Fig. 1: sequential cells coloured by netlist name
Other sequential cells in the stronger grey, the rest of the logic in the fainter grey.
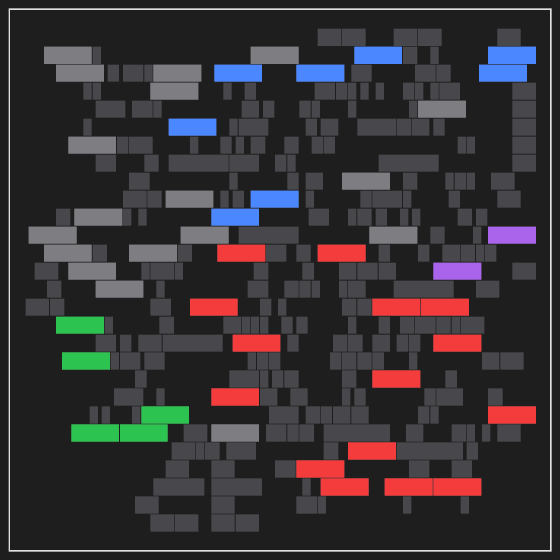
Fig. 2: gate families picked out
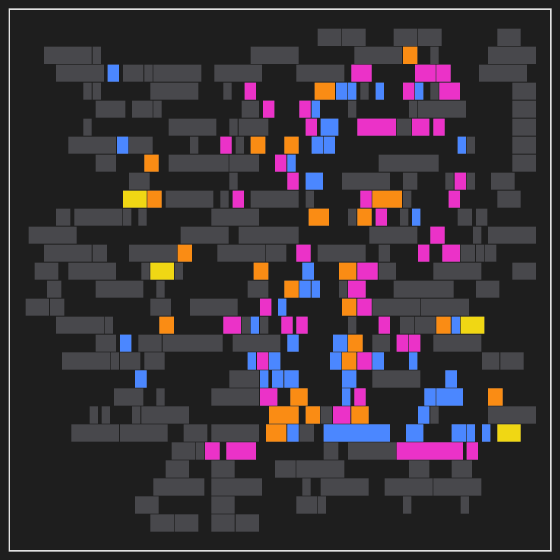
--- config.mk ---
export PLATFORM = sky130hd
export DESIGN_NAME = mode_sequencer
export DESIGN_NICKNAME = d
export VERILOG_FILES = /design/src/rtl/mode_pkg.sv /design/src/rtl/btn_debounce.sv /design/src/rtl/mode_sequencer.sv
export SDC_FILE = /design/constraint.sdc
export NUM_CORES = 1
export LEC_CHECK = 0
export CAP_MARGIN = 20
export CORE_MARGIN = 2
export CORE_UTILIZATION = 39
export CTS_BUF_LIST = sky130_fd_sc_hd__clkbuf_16
export DETAILED_ROUTE_END_ITERATION = 7
export HOLD_SLACK_MARGIN = 0.15
export PLACE_DENSITY_LB_ADDON = 0.12
export SYNTH_ARGS = -nofsm -noshare
export SYNTH_HDL_FRONTEND = slang
export SYNTH_SLANG_ARGS = --single-unit
--- constraint.sdc ---
create_clock -name clk -period 5.93 [get_ports clk]
set_input_delay 0.593 -clock clk [delete_from_list [all_inputs] [get_ports clk]]
set_output_delay 0.593 -clock clk [all_outputs]
set_load 0.03 [all_outputs]
--- src/rtl/mode_pkg.sv ---
// Shared state encoding, display-select codes and LED patterns for the front-panel sequencer.
package mode_pkg;

    typedef enum logic [1:0] {
        S_CLOCK = 2'b00,
        S_SW    = 2'b01,
        S_ASET  = 2'b10,
        S_RING  = 2'b11
    } state_t;

    localparam logic [1:0] DISP_WATCH = 2'b00;
    localparam logic [1:0] DISP_SW    = 2'b01;
    localparam logic [1:0] DISP_ALARM = 2'b10;

    localparam logic [7:0] LED_CLOCK = 8'h01;
    localparam logic [7:0] LED_SW    = 8'h02;
    localparam logic [7:0] LED_ASET  = 8'h04;
    localparam logic [7:0] LED_ON    = 8'hFF;
    localparam logic [7:0] LED_OFF   = 8'h00;

    // Mode-button rotation; S_RING never advances by mode press.
    function automatic state_t next_mode(input state_t s);
        case (s)
            S_CLOCK: next_mode = S_SW;
            S_SW:    next_mode = S_ASET;
            default: next_mode = S_CLOCK;
        endcase
    endfunction

endpackage

--- src/rtl/btn_debounce.sv ---
// Button debouncer: 2-flop sync, stability counter, one-cycle press pulse on accepted 0->1 level.
// Latency raw edge -> press is 2+DEB_CYCLES cycles; no backpressure, releases emit nothing.
module btn_debounce #(
    parameter int DEB_CYCLES = 20
) (
    input  logic clk,
    input  logic rst,
    input  logic btn_raw,
    output logic press
);

    localparam int CW = (DEB_CYCLES > 1) ? $clog2(DEB_CYCLES) : 1;
    localparam logic [CW-1:0] CNT_LAST = CW'(DEB_CYCLES - 1);

    logic          sync1_q, sync2_q;
    logic          stable_q, stable_d;
    logic          press_q, press_d;
    logic [CW-1:0] cnt_q, cnt_d;

    always_comb begin
        cnt_d    = cnt_q;
        stable_d = stable_q;
        press_d  = 1'b0;
        if (sync2_q == stable_q) begin
            cnt_d = '0;
        end else if (cnt_q == CNT_LAST) begin
            // DEB_CYCLES consecutive differing samples: accept the new level.
            cnt_d    = '0;
            stable_d = sync2_q;
            press_d  = sync2_q;
        end else begin
            cnt_d = cnt_q + CW'(1);
        end
    end

    always_ff @(posedge clk) begin
        if (rst) begin
            sync1_q  <= 1'b0;
            sync2_q  <= 1'b0;
            stable_q <= 1'b0;
            press_q  <= 1'b0;
            cnt_q    <= '0;
        end else begin
            sync1_q  <= btn_raw;
            sync2_q  <= sync1_q;
            stable_q <= stable_d;
            press_q  <= press_d;
            cnt_q    <= cnt_d;
        end
    end

    assign press = press_q;

endmodule

--- src/rtl/mode_sequencer.sv ---
// Front-panel display-mode FSM with alarm-ring pre-emption, ring timeout and LED blink.
// Outputs are Moore-decoded and change the cycle after the causing pulse; no backpressure.
module mode_sequencer
    import mode_pkg::*;
#(
    parameter int DEB_CYCLES  = 20,
    parameter int RING_CYCLES = 30000,
    parameter int BLINK_HALF  = 250
) (
    input  logic       clk,
    input  logic       rst,
    input  logic       mode_btn,
    input  logic       start_btn,
    input  logic       alarm_hit,
    input  logic [9:0] keypad,
    output logic [1:0] disp_sel,
    output logic       alarm_set_mode,
    output logic       sw_start,
    output logic       ringing,
    output logic [7:0] led
);

    localparam int RW = (RING_CYCLES > 1) ? $clog2(RING_CYCLES) : 1;
    localparam int BW = (BLINK_HALF > 1) ? $clog2(BLINK_HALF) : 1;
    localparam logic [RW-1:0] RING_LAST  = RW'(RING_CYCLES - 1);
    localparam logic [BW-1:0] BLINK_LAST = BW'(BLINK_HALF - 1);

    logic mode_press, start_press, key_pulse;
    logic key_any_q;

    state_t        state_q, state_d;
    state_t        ret_q, ret_d;
    logic [RW-1:0] ring_q, ring_d;
    logic [BW-1:0] blink_q, blink_d;
    logic          phase_q, phase_d;
    logic          sw_start_q, sw_start_d;

    btn_debounce #(.DEB_CYCLES(DEB_CYCLES)) u_mode_deb (
        .clk     (clk),
        .rst     (rst),
        .btn_raw (mode_btn),
        .press   (mode_press)
    );

    btn_debounce #(.DEB_CYCLES(DEB_CYCLES)) u_start_deb (
        .clk     (clk),
        .rst     (rst),
        .btn_raw (start_btn),
        .press   (start_press)
    );

    assign key_pulse = (|keypad) & ~key_any_q;

    always_comb begin
        state_d    = state_q;
        ret_d      = ret_q;
        ring_d     = ring_q;
        blink_d    = blink_q;
        phase_d    = phase_q;
        sw_start_d = 1'b0;
        if (state_q == S_RING) begin
            // Any dismissing pulse is consumed here and has no further effect.
            if (mode_press || start_press || key_pulse || (ring_q == RING_LAST)) begin
                state_d = ret_q;
            end else begin
                ring_d = ring_q + RW'(1);
            end
            if (blink_q == BLINK_LAST) begin
                blink_d = '0;
                phase_d = ~phase_q;
            end else begin
                blink_d = blink_q + BW'(1);
            end
        end else begin
            if (alarm_hit) begin
                state_d = S_RING;
                ret_d   = state_q;
                ring_d  = '0;
                blink_d = '0;
                phase_d = 1'b1;
            end else if (mode_press) begin
                state_d = next_mode(state_q);
            end
            sw_start_d = (state_q == S_SW) && start_press;
        end
    end

    always_ff @(posedge clk) begin
        if (rst) begin
            state_q    <= S_CLOCK;
            ret_q      <= S_CLOCK;
            ring_q     <= '0;
            blink_q    <= '0;
            phase_q    <= 1'b0;
            sw_start_q <= 1'b0;
            key_any_q  <= 1'b0;
        end else begin
            state_q    <= state_d;
            ret_q      <= ret_d;
            ring_q     <= ring_d;
            blink_q    <= blink_d;
            phase_q    <= phase_d;
            sw_start_q <= sw_start_d;
            key_any_q  <= |keypad;
        end
    end

    always_comb begin
        disp_sel       = DISP_WATCH;
        alarm_set_mode = 1'b0;
        ringing        = 1'b0;
        led            = LED_CLOCK;
        case (state_q)
            S_SW: begin
                disp_sel = DISP_SW;
                led      = LED_SW;
            end
            S_ASET: begin
                disp_sel       = DISP_ALARM;
                alarm_set_mode = 1'b1;
                led            = LED_ASET;
            end
            S_RING: begin
                ringing = 1'b1;
                led     = phase_q ? LED_ON : LED_OFF;
            end
            default: ;
        endcase
    end

    assign sw_start = sw_start_q;

endmodule

==> notes.md <==
run metrics: outcome complete, no violations, largest cells by area after synthesis dfxtp_1, nor2_1, nand3_1, Tmin final between 3 and 4 ns, Mapped Nets around 280, most used cell, CP nand2_1, Post-Layout Inst Area ~0.0028 sq mm, clock slew at reported path FFs about 0.07 ns, clock skew just under 0.007 ns, mean routed wirelength per cell between 10 and 15 um, met2 Usage GRT 25.5%, leading registers by flop count ring_q x15, blink_q x8, Largest logic family simple AND/OR/NAND/NOR gates, vias in the first global route approximately 1800, Finished Layout Cells 360, Adder Area Share approximately 2.7%, count of library flops with an enable pin 0, ys flops ~48, highest metal used met4, CP delay by family, top buffers and inverters, Setup Viol. Count Final 0, area grow syn2layout 17.0%, Layout fillers 583, most used logic cell in the final layout dfxtp_1, Internal around 0.51 mW, Slew @ Worst Pin ~0.75 ns, GPL Wtd Cong just over 0.8, total track usage around 16%, root buffer cell clkbuf_16, Reg area ~960 sq um, register-to-register setup slack roughly 3.7 ns, Clk pwr share slightly above 40%, core footprint between 0.005 and 0.006 sq mm, setup_tns 0 ns, met3 Usage GRT about 3.4%, Ant. Diodes 0, post-DP HPWL roughly 3.4 mm, Final ANT Viol Nets 0, most numerous logic cells after layout dfxtp_1, nor2_1, clkdlybuf4s50_1, mux frac, synth under 10%, core utilization at floorplan approximately two fifths, CTS resizes 0, Worst setup SP type register, Mapped Cells between 200 and 300, Synth Area in Compound Gates 13.3%, Req. time, crit path roughly 5.3 ns, CP max FO 11, yosys simple share between 30% and 40%, Final Max Tran Viols 0, synthesized area 0.00235 sq mm, Max power group registers
Back to the opening pictures, Fig. 1:
| signal | colour | sequential cells |
|---|---|---|
| `u_mode_deb.cnt_q` | green | 5 |
| `ring_q` | red | 15 |
| `ret_q` | purple | 2 |
| `blink_q` | blue | 8 |

Back to the opening pictures, Fig. 2:
| family | colour | cells |
|---|---|---|
| NAND gates | blue | 44 |
| AND and OR gates | orange | 24 |
| multiplexers | yellow | 4 |
| inverting AOI/OAI gates | magenta | 43 |

worst max-delay path by stage:
stage	start	end	slack, ns	cells past startpoint
after global placement	state_q[0]$_SDFFE_PP0P_	led[1]	3.18	6
after global routing	state_q[0]$_SDFFE_PP0P_	led[1]	2.54	6
after floorplan	state_q[0]$_SDFFE_PP0P_	led[1]	3.55	7
final	state_q[0]$_SDFFE_PP0P_	led[1]	2.80	6
after CTS	state_q[0]$_SDFFE_PP0P_	led[1]	2.76	6
after detailed placement	state_q[0]$_SDFFE_PP0P_	led[1]	3.08	6
area by class of cell:
cell class / instances / area share [%]
multi-input combinational: 192 / 45.1
sequential: 48 / 34.9
timing repair buffer: 28 / 10.1
clock buffer: 5 / 4.55
tap: 75 / 3.41
inverter: 9 / 1.23
clock inverter: 3 / 0.682
Power figures rest on the tool's default switching activity, not on a simulated workload.
